==> src/rtl/rdma_xmit_arbiter.sv <==
// rdma_xmit_arbiter
// Two-requester round-robin arbiter. Arbitration happens once per burst, so one
// requester's {address beat, data burst} pair reaches the shared RDMA transmit
// path without interleaving. All stream signals are combinational muxes that
// follow the registered grant. The block holds no data registers.
//
// Optional build macro: ARB_STATS_EN
//   Adds burst_count0 / burst_count1, which are 32-bit wrapping counts of
//   completed bursts (TLAST handshakes) per requester.
module rdma_xmit_arbiter #(
  parameter int DATA_WIDTH = 512,
  parameter int ADDR_WIDTH = 64
) (
  input  logic                    clk,
  input  logic                    resetn,

  input  logic [ADDR_WIDTH-1:0]   S0_AXIS_ADDR_TDATA,
  input  logic                    S0_AXIS_ADDR_TVALID,
  output logic                    S0_AXIS_ADDR_TREADY,
  input  logic [DATA_WIDTH-1:0]   S0_AXIS_DATA_TDATA,
  input  logic [DATA_WIDTH/8-1:0] S0_AXIS_DATA_TKEEP,
  input  logic                    S0_AXIS_DATA_TVALID,
  input  logic                    S0_AXIS_DATA_TLAST,
  output logic                    S0_AXIS_DATA_TREADY,

  input  logic [ADDR_WIDTH-1:0]   S1_AXIS_ADDR_TDATA,
  input  logic                    S1_AXIS_ADDR_TVALID,
  output logic                    S1_AXIS_ADDR_TREADY,
  input  logic [DATA_WIDTH-1:0]   S1_AXIS_DATA_TDATA,
  input  logic [DATA_WIDTH/8-1:0] S1_AXIS_DATA_TKEEP,
  input  logic                    S1_AXIS_DATA_TVALID,
  input  logic                    S1_AXIS_DATA_TLAST,
  output logic                    S1_AXIS_DATA_TREADY,

  output logic [ADDR_WIDTH-1:0]   M_AXIS_ADDR_TDATA,
  output logic                    M_AXIS_ADDR_TVALID,
  input  logic                    M_AXIS_ADDR_TREADY,
  output logic [DATA_WIDTH-1:0]   M_AXIS_DATA_TDATA,
  output logic [DATA_WIDTH/8-1:0] M_AXIS_DATA_TKEEP,
  output logic                    M_AXIS_DATA_TVALID,
  output logic                    M_AXIS_DATA_TLAST,
  input  logic                    M_AXIS_DATA_TREADY,

`ifdef ARB_STATS_EN
  output logic [31:0]             burst_count0,
  output logic [31:0]             burst_count1,
`endif
  output logic [1:0]              grant
);

  typedef enum logic [1:0] {
    IDLE      = 2'd0,
    SEND_ADDR = 2'd1,
    SEND_DATA = 2'd2
  } state_t;

  state_t     state_q, state_d;
  logic [1:0] grant_q, grant_d;
  logic       last_grant_q, last_grant_d;   // index of the last requester served

  logic       addr_phase;
  logic       data_phase;
  logic       addr_hs;
  logic       data_last_hs;

  // Round-robin pick: a lone requester wins; on a tie the one not served last wins.
  function automatic logic [1:0] pick_grant(input logic [1:0] req, input logic last_idx);
    logic [1:0] g;
    g = 2'b00;
    case (req)
      2'b01:   g = 2'b01;
      2'b10:   g = 2'b10;
      2'b11:   g = last_idx ? 2'b01 : 2'b10;
      default: g = 2'b00;
    endcase
    return g;
  endfunction

  assign addr_phase = (state_q == SEND_ADDR);
  assign data_phase = (state_q == SEND_DATA);
  assign addr_hs      = M_AXIS_ADDR_TVALID && M_AXIS_ADDR_TREADY;
  assign data_last_hs = M_AXIS_DATA_TVALID && M_AXIS_DATA_TREADY && M_AXIS_DATA_TLAST;
  assign grant        = grant_q;

  // Control registers: state, owner and round-robin history.
  always_ff @(posedge clk or negedge resetn) begin
    if (!resetn) begin
      state_q      <= IDLE;
      grant_q      <= 2'b00;
      last_grant_q <= 1'b1;
    end else begin
      state_q      <= state_d;
      grant_q      <= grant_d;
      last_grant_q <= last_grant_d;
    end
  end

  // Next-state logic: arbitrate in IDLE, move on address handshake, release on TLAST.
  always_comb begin
    state_d      = state_q;
    grant_d      = grant_q;
    last_grant_d = last_grant_q;
    case (state_q)
      IDLE: begin
        grant_d = pick_grant({S1_AXIS_ADDR_TVALID, S0_AXIS_ADDR_TVALID}, last_grant_q);
        if (grant_d != 2'b00) state_d = SEND_ADDR;
      end
      SEND_ADDR: begin
        if (addr_hs) state_d = SEND_DATA;
      end
      SEND_DATA: begin
        if (data_last_hs) begin
          state_d      = IDLE;
          grant_d      = 2'b00;
          last_grant_d = grant_q[1];
        end
      end
      default: begin
        state_d = IDLE;
        grant_d = 2'b00;
      end
    endcase
  end

  // Stream muxing: the grant selects the source, the state selects the channel.
  // With grant == 00 (idle or in reset) every valid and ready is forced low.
  always_comb begin
    M_AXIS_ADDR_TDATA   = grant_q[1] ? S1_AXIS_ADDR_TDATA : S0_AXIS_ADDR_TDATA;
    M_AXIS_DATA_TDATA   = grant_q[1] ? S1_AXIS_DATA_TDATA : S0_AXIS_DATA_TDATA;
    M_AXIS_DATA_TKEEP   = grant_q[1] ? S1_AXIS_DATA_TKEEP : S0_AXIS_DATA_TKEEP;
    M_AXIS_DATA_TLAST   = grant_q[1] ? S1_AXIS_DATA_TLAST : S0_AXIS_DATA_TLAST;

    M_AXIS_ADDR_TVALID  = addr_phase && ((grant_q[0] && S0_AXIS_ADDR_TVALID) ||
                                         (grant_q[1] && S1_AXIS_ADDR_TVALID));
    M_AXIS_DATA_TVALID  = data_phase && ((grant_q[0] && S0_AXIS_DATA_TVALID) ||
                                         (grant_q[1] && S1_AXIS_DATA_TVALID));

    S0_AXIS_ADDR_TREADY = addr_phase && grant_q[0] && M_AXIS_ADDR_TREADY;
    S1_AXIS_ADDR_TREADY = addr_phase && grant_q[1] && M_AXIS_ADDR_TREADY;
    S0_AXIS_DATA_TREADY = data_phase && grant_q[0] && M_AXIS_DATA_TREADY;
    S1_AXIS_DATA_TREADY = data_phase && grant_q[1] && M_AXIS_DATA_TREADY;
  end

`ifdef ARB_STATS_EN
  logic [31:0] burst_cnt0_q;
  logic [31:0] burst_cnt1_q;

  // Completed-burst counters, one per requester, wrapping at 2^32.
  always_ff @(posedge clk or negedge resetn) begin
    if (!resetn) begin
      burst_cnt0_q <= 32'd0;
      burst_cnt1_q <= 32'd0;
    end else if (data_phase && data_last_hs) begin
      if (grant_q[0]) burst_cnt0_q <= burst_cnt0_q + 32'd1;
      if (grant_q[1]) burst_cnt1_q <= burst_cnt1_q + 32'd1;
    end
  end

  assign burst_count0 = burst_cnt0_q;
  assign burst_count1 = burst_cnt1_q;
`endif

endmodule

==> config.mk <==
export PLATFORM = sky130hd
export DESIGN_NAME = rdma_xmit_arbiter
export DESIGN_NICKNAME = d
export VERILOG_FILES = /design/src/rtl/rdma_xmit_arbiter.sv
export SDC_FILE = /design/constraint.sdc
export NUM_CORES = 1
export LEC_CHECK = 0
export ABC_AREA = 1
export CORE_AREA = 2 2 758 760
export CTS_CLUSTER_SIZE = 30
export DETAILED_ROUTE_END_ITERATION = 7
export DIE_AREA = 0 0 760 762
export PLACE_DENSITY = 0.3
export SETUP_SLACK_MARGIN = 0.05
export SLEW_MARGIN = 20
export SYNTH_ARGS = -nofsm -noshare
export SYNTH_HDL_FRONTEND = slang
export SYNTH_SLANG_ARGS = --single-unit
export TNS_END_PERCENT = 30
==> constraint.sdc <==
create_clock -name clk -period 2.37 [get_ports clk]
set_input_delay 0.474 -clock clk [delete_from_list [all_inputs] [get_ports clk]]
set_output_delay 0.474 -clock clk [all_outputs]
set_load 0.1 [all_outputs]
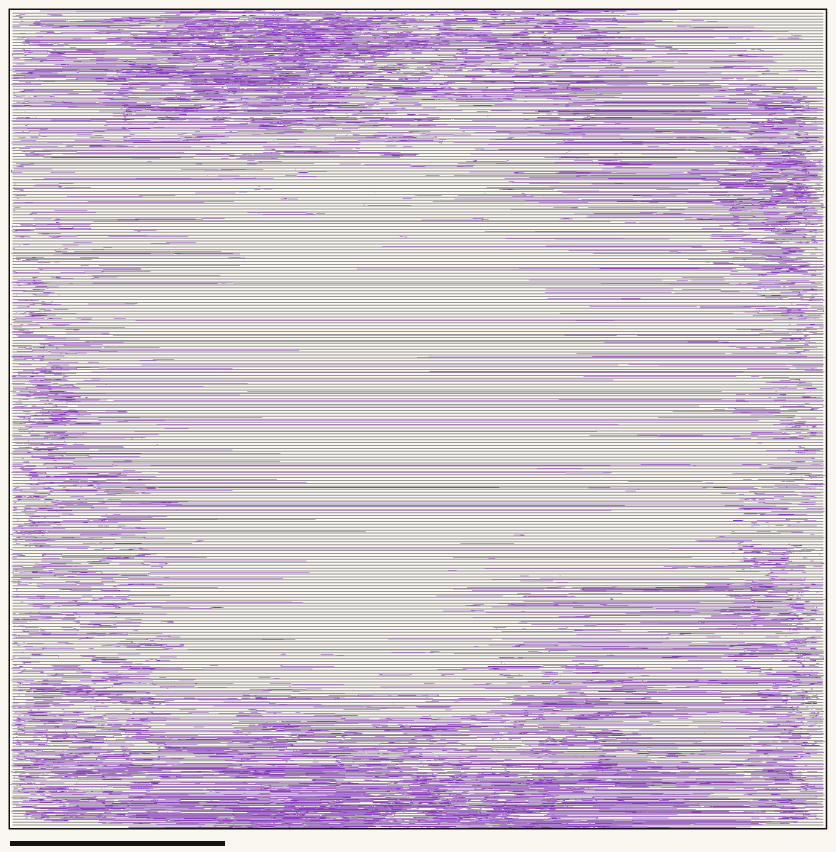
**Above:** run 1 (the metal 1 layer).
The bar under the picture is 200 um long. Supply wires on this layer in gray.
The layer carries 211 mm of wire. The longest straight run is 666 um. The wires run mostly horizontal. The layer holds 37% of the routed length. 5014 nets have wire on it.

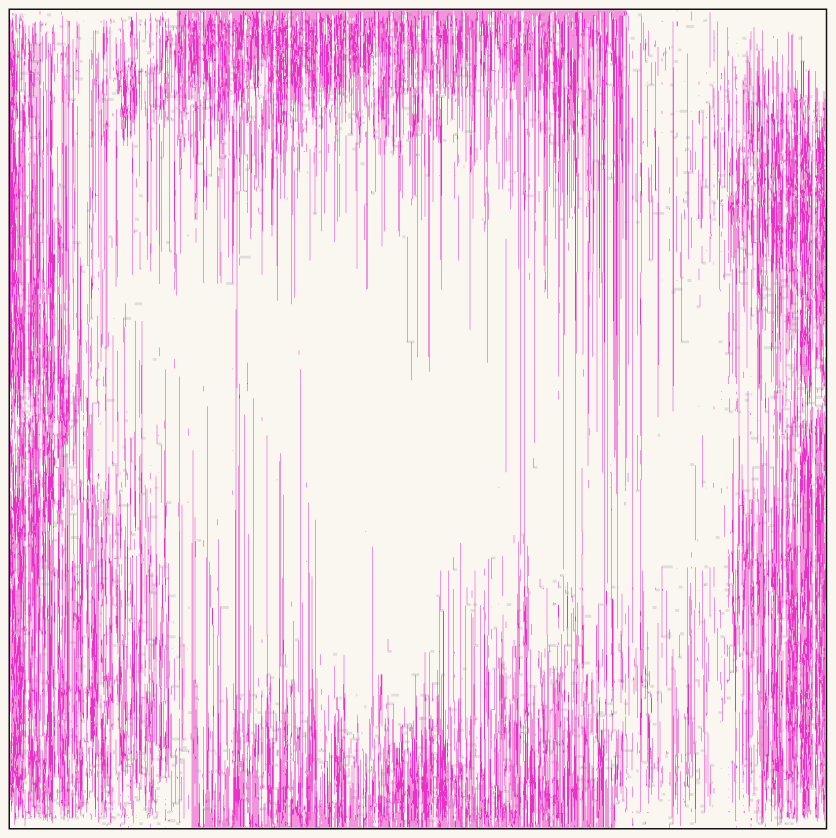
**Above:** run 1 (M2 wires).
Cells faint in the background.
The wires run mostly vertical. The longest straight run is 631 um.

==> flow_summary.json, run 1 <==
{
  "layout_nets": 5468,
  "io_pins": 1939,
  "static-leakage-power_nw": 18.7,
  "cp_data_required_time_ns": 1.90,
  "cell_taking_the_most_area_after_synthesis": "sky130_fd_sc_hd__nand2_1",
  "powerClk_uw": 299,
  "synthToLayoutAreaGrowth_pct": 465,
  "drt_iter0_drc": 1821,
  "hold_class": "reg -> reg",
  "final_critical_path_setup_slack_ns": -0.409,
  "netlist_area_um2": 8510,
  "result_of_the_run": "finished with violations",
  "violated_checks": "negative setup slack",
  "grt_pass1_vias": 29269,
  "hold_ws_ns": 0.545,
  "ys_sh_xor": 0,
  "top_area_cell_share": 0.855,
  "cp_max_fo": 20,
  "worst-r2r-cell-count": 9,
  "synth.top_cells.by_area": "sky130_fd_sc_hd__nand2_1, sky130_fd_sc_hd__buf_2, sky130_fd_sc_hd__buf_6, sky130_fd_sc_hd__buf_4, sky130_fd_sc_hd__dfrtp_1",
  "switching_share": 0.623,
  "aoi_share": 0.00412,
  "htree_levels": 1,
  "final_design_area_no_fill_um2": 48100,
  "comb_power_share": 0.969,
  "drt_drc_violations_left": 0,
  "layout_top_cells_excl_fill_tap": "sky130_fd_sc_hd__nand2_1, sky130_fd_sc_hd__clkdlybuf4s50_1, sky130_fd_sc_hd__buf_12",
  "timing.final.setup_violations": 627,
  "clk_latency_ns": 0.24,
  "finish.utilization": 0.0842,
  "fp-utilization": 0.0149,
  "total_number_of_clock_tree_sinks": 5,
  "clock_power_share": 0.024,
  "max_slew_margin": 0.635,
  "synth.lib_cells_used.distinct": 19,
  "postCtsHoldBufs": 0
}
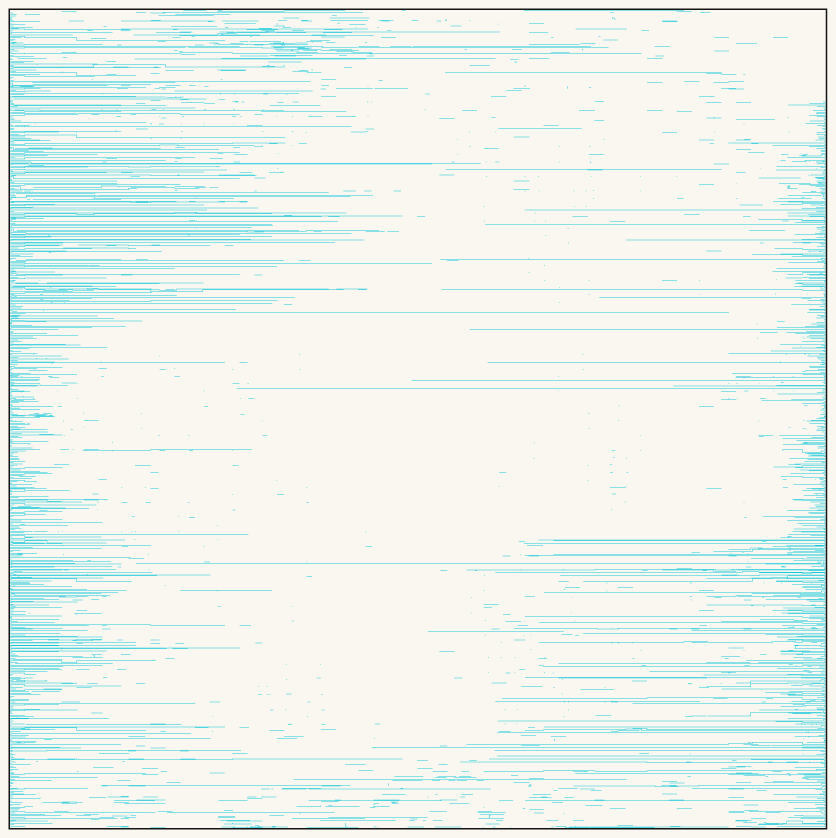
**Above:** run 1 (met3 routing).
The longest straight run is 668 um. The layer carries 73.4 mm of wire.

## run 1: cells by family (layout without fill, tap and decap cells)
family                 count (synthesis)  in the layout
DFF                                    5              5
and+or+nand+nor                     1949           1949
buffers and inverters                154           2217
AOI/OAI and AO/OA                      6              6
other                                  0            110
## run 1: cell type report
cell class              count  area [um2]  share of cell area
clock inverters             1        5.00            0.000104
flip-flops and latches      5         131             0.00273
diodes                    110         275             0.00572
inverters                  11        67.6             0.00141
well taps                7560        9460               0.197
clock buffers               3        75.1             0.00156
repair buffers           2202       29500               0.613
multi-input cells        1955        8600               0.179
## run 1: worst max-delay path by stage
stage	slack (ns)	endpoint	cells past startpoint	startpoint
finish	-0.41	M_AXIS_DATA_TDATA[415]	7	grant[1]$_DFFE_PN0P_
global route	-0.38	M_AXIS_DATA_TDATA[404]	7	grant[1]$_DFFE_PN0P_
CTS	-0.47	M_AXIS_DATA_TVALID	7	grant[1]$_DFFE_PN0P_
detailed placement	-0.85	M_AXIS_DATA_TDATA[93]	7	grant[1]$_DFFE_PN0P_
global placement	-0.94	M_AXIS_DATA_TDATA[93]	7	grant[1]$_DFFE_PN0P_
floorplan	-0.05	M_AXIS_DATA_TDATA[404]	7	grant[1]$_DFFE_PN0P_
## run 1: worst max-delay path: stages (launching register included)
cell	delay, ns
sky130_fd_sc_hd__dfrtp_4	0.57
sky130_fd_sc_hd__clkinv_16	0.16
sky130_fd_sc_hd__buf_12	0.21
sky130_fd_sc_hd__buf_16	0.22
sky130_fd_sc_hd__buf_12	0.20
sky130_fd_sc_hd__nand2_1	0.17
sky130_fd_sc_hd__nand2_2	0.18
sky130_fd_sc_hd__buf_12	0.19
## run 1: registers in the layout, summed over array words and instances (netlist names)
| register | flops |
|---|---|
| state_q | 2 |
| grant | 2 |
| last_grant_q | 1 |
**Run 1: metal 4**

The bar under the picture is 200 um long. Supply wires on this layer in gray.
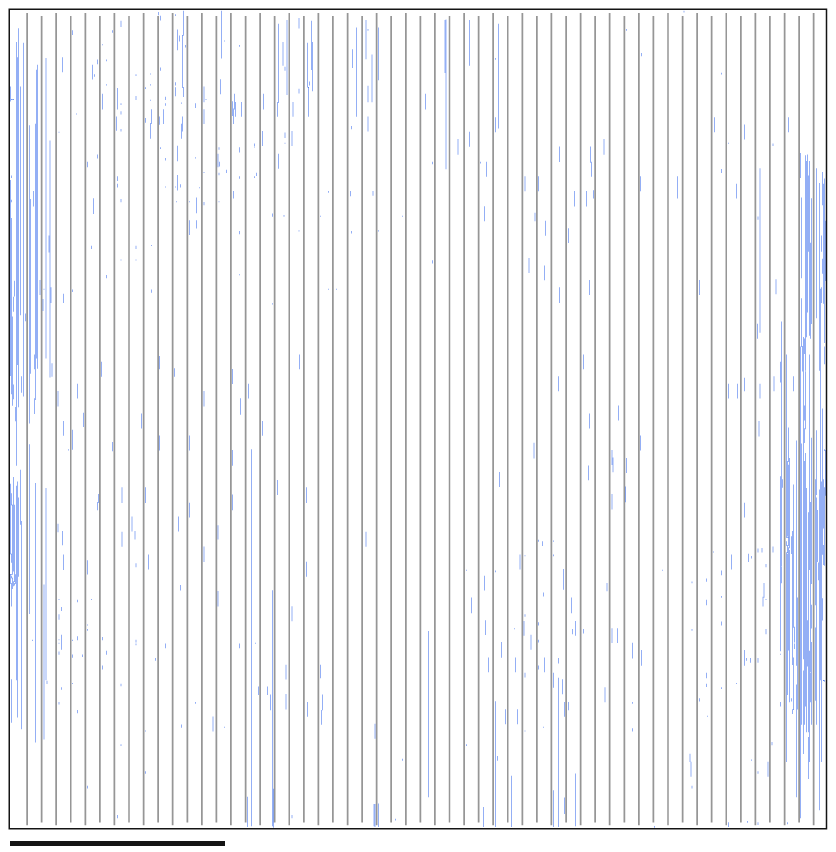

==> run 2: changes to the inputs <==
TNS_END_PERCENT = 20   (was 30)
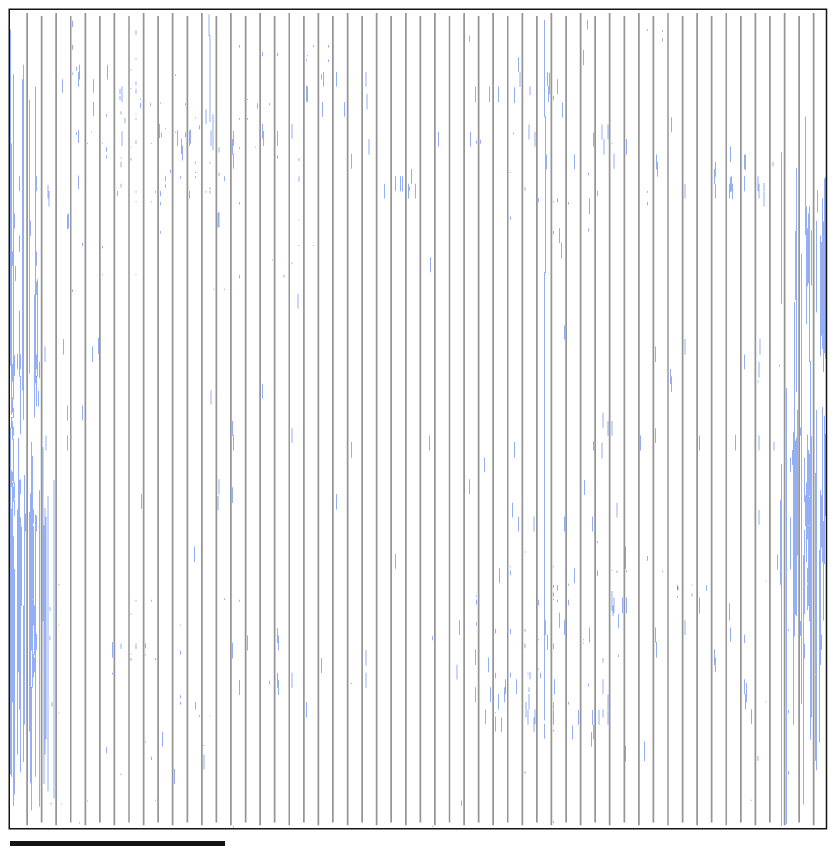
**Above:** run 2 (metal 4).
The bar under the picture is 200 um long. Supply wires on this layer in gray.
The layer carries 20.2 mm of wire. 498 nets have wire on it. The longest straight run is 419 um.

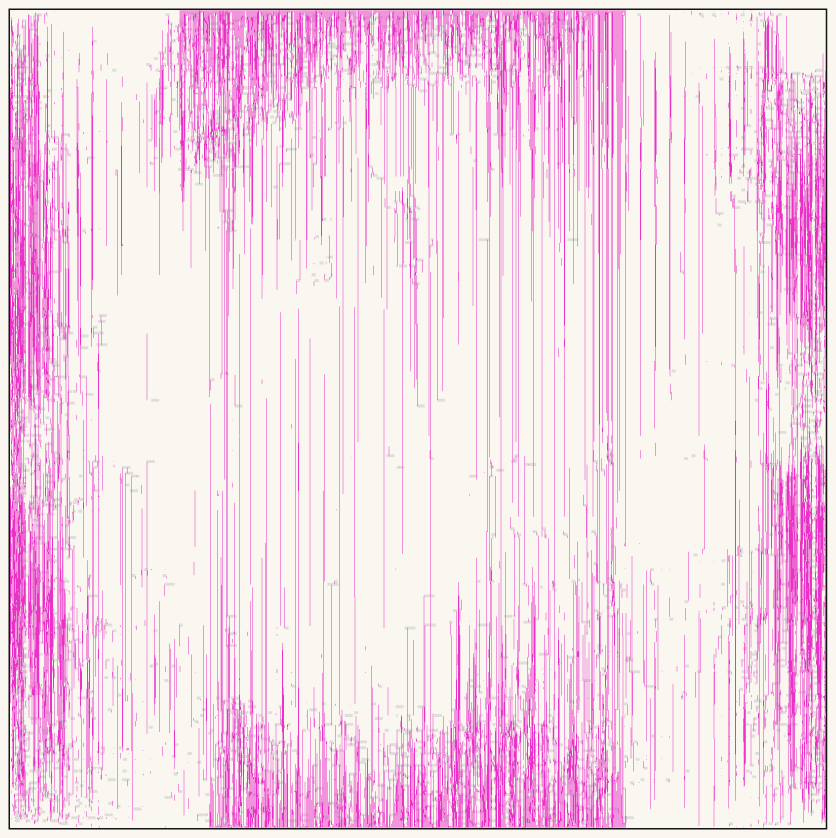
**Above:** run 2 (M2 wires).
Cells faint in the background.
number of vias in the routed layout: 25174
M2 GR Usage: 0.229
final routed wirelength across all metal layers: 452 mm

==> run 2 against run 1 <==
- the flow still finishes with violations (negative setup slack)
- via count shrank 12%
- first-iteration DRC count decreased by 34%
- hold slack lost 0.057 ns
- highest routed layer unchanged
- largest cell class unchanged
- critical path depth did not move
- maximum frequency increased by 11%
==> flow_summary.json, run 2 <==
{
  "grt_pass1_vias": 24083,
  "non_clock_buffer_count": 2131,
  "num-multi-input-gates": 1955,
  "largest_class": "non-clock buffers",
  "clk_latency_ns": 0.23,
  "share_of_the_final_layout_cell_area_in_multi_input_gates": 0.185,
  "num-clock-buffers": 3,
  "drt_drc_violations_left": 0,
  "htree_levels": 1,
  "maxSlewViolCount": 0,
  "floorplan.nets": 3404,
  "postCtsHoldBufs": 0,
  "cp_data_required_time_ns": 1.90,
  "worstSetupPathDepth": 7,
  "totalPowerFinal_mw": 11.5,
  "flop-count": 5,
  "result_of_the_run": "finished with violations",
  "sh_seq_area": 0.00273,
  "final_critical_path_setup_slack_ns": -0.126,
  "critical_path.n_buffers_inverters": 5,
  "timing.critical_path.max_delay_family": "buffers and inverters",
  "logic_area_um2": 8900,
  "grt_first_pass_wirelength_mm": 505,
  "synth.top_cells.by_area": "sky130_fd_sc_hd__nand2_1, sky130_fd_sc_hd__buf_2, sky130_fd_sc_hd__buf_6, sky130_fd_sc_hd__buf_4, sky130_fd_sc_hd__dfrtp_1",
  "critical_path.cell_chain": "buf_12, buf_16, buf_8, buf_12, nand2_1, nand2_1, buf_12",
  "area_share_nonclk_buffers": 0.605,
  "cp_max_fo": 17,
  "synth.lib_cells_used.distinct": 19,
  "synth_top_flop_cell": "sky130_fd_sc_hd__dfrtp_1",
  "switching_share": 0.597,
  "static-leakage-power_nw": 18.6,
  "cp_slowest_cell": "sky130_fd_sc_hd__dfrtp_4",
  "crit_path_frequent_cell": "sky130_fd_sc_hd__buf_12",
  "clock_path_buffers": 2,
  "startpoint": "grant[1]$_DFFE_PN0P_",
  "violated_checks": "negative setup slack",
  "comb_power_share": 0.968,
  "taps": 7560,
  "timing.final.setup_violations": 287,
  "port_buffers": 1938,
  "layout_nets": 5398,
  "cp-endpoint": "M_AXIS_DATA_TDATA[436]",
  "clock.fmax_ghz": 0.401,
  "powerClk_uw": 287,
  "hold_viol_final": 0,
  "inv_count": 12,
  "drt_iter0_drc": 1204,
  "clock_power_share": 0.025,
  "fin_tns_setup_ns": -10.82,
  "fp-utilization": 0.0149,
  "aoi_share": 0.00412,
  "clock_cell_area_share": 0.00166,
  "antennaDiodeCount": 146,
  "layout_top_cells_excl_fill_tap": "sky130_fd_sc_hd__nand2_1, sky130_fd_sc_hd__clkdlybuf4s50_1, sky130_fd_sc_hd__buf_12",
  "top_area_cell_share": 0.855,
  "die_x_um": 760,
  "worst-r2r-cell-count": 11,
  "power.largest_group": "combinational logic",
  "cell_taking_the_most_area_after_synthesis": "sky130_fd_sc_hd__nand2_1",
  "synthToLayoutAreaGrowth_pct": 466,
  "cts_made_buffers": 3,
  "io_pins": 1939,
  "critical_path.max_stage_delay_ns": 0.49,
  "netlist_area_um2": 8510,
  "max_slew_margin": 0.647,
  "grtUsageTotal": 0.149,
  "power.sequential.fraction": 0.007,
  "filler_cell_count": 66932,
  "hold_ws_ns": 0.488,
  "dieArea_um2": 579000,
  "hold_class": "in -> async",
  "ys_sh_xor": 0,
  "register_area_um2": 131,
  "total_number_of_clock_tree_sinks": 5,
  "cellPowerDensity_nw_per_um2": 239
}
[run 2: cell count changes in the layout (fill, tap and decap cells not counted), sizes merged]
cell	delta
bufbuf	+1
clkbuf	-1
diode	+36
inv	+1
buf	-71
[run 2: kinds of logic after synthesis]
| kind of cell | Yosys count |
|---|---|
| flip-flops | 5 |
| AND/OR/NAND/NOR | 1949 |
| AND-OR/OR-AND | 6 |
| buffers and inverters | 154 |
[run 2: worst min path at each step]
stage / cells past startpoint / from / end / slack [ns]
6_report: 1 / resetn / state_q[0]$_DFFE_PN0P_ / 0.49
5_1_grt: 1 / resetn / state_q[0]$_DFFE_PN0P_ / 0.51
4_1_cts: 2 / last_grant_q$_DFFE_PN1P_ / last_grant_q$_DFFE_PN1P_ / 0.49
3_5_place_dp: 2 / last_grant_q$_DFFE_PN1P_ / last_grant_q$_DFFE_PN1P_ / 0.49
3_3_place_gp: 2 / last_grant_q$_DFFE_PN1P_ / last_grant_q$_DFFE_PN1P_ / 0.48
2_1_floorplan: 0 / resetn / grant[0]$_DFFE_PN0P_ / 0.18
[run 2: stage by stage]
stage | utilization | instance area [um2]
global route | 0.0839 | 47900
finish | 0.0843 | 48200
detailed placement | 0.0784 | 44800
CTS | 0.0819 | 46800
global placement | 0.0784 | 44800
floorplan | - | 8870
[run 2: layer usage]
metal	part of all wire	vias to the layer above	GRT usage	wire length, um
met4	0.045	406	0.0458	20200
met1	0.35	10893	0.155	158000
met5	0.0060	-	0	2690
met2	0.42	2355	0.229	190000
li1	-	10400	-	-
met3	0.18	1120	0.117	80100
[run 2: timing repair]
item                                    4_1_cts  5_1_grt
cloned                                       23       12
buffers inserted                             26       11
pin swaps                                    25       18
resized                                     301      213
endpoints found under the setup margin      589      638
Power and IR drop assume default switching activity.
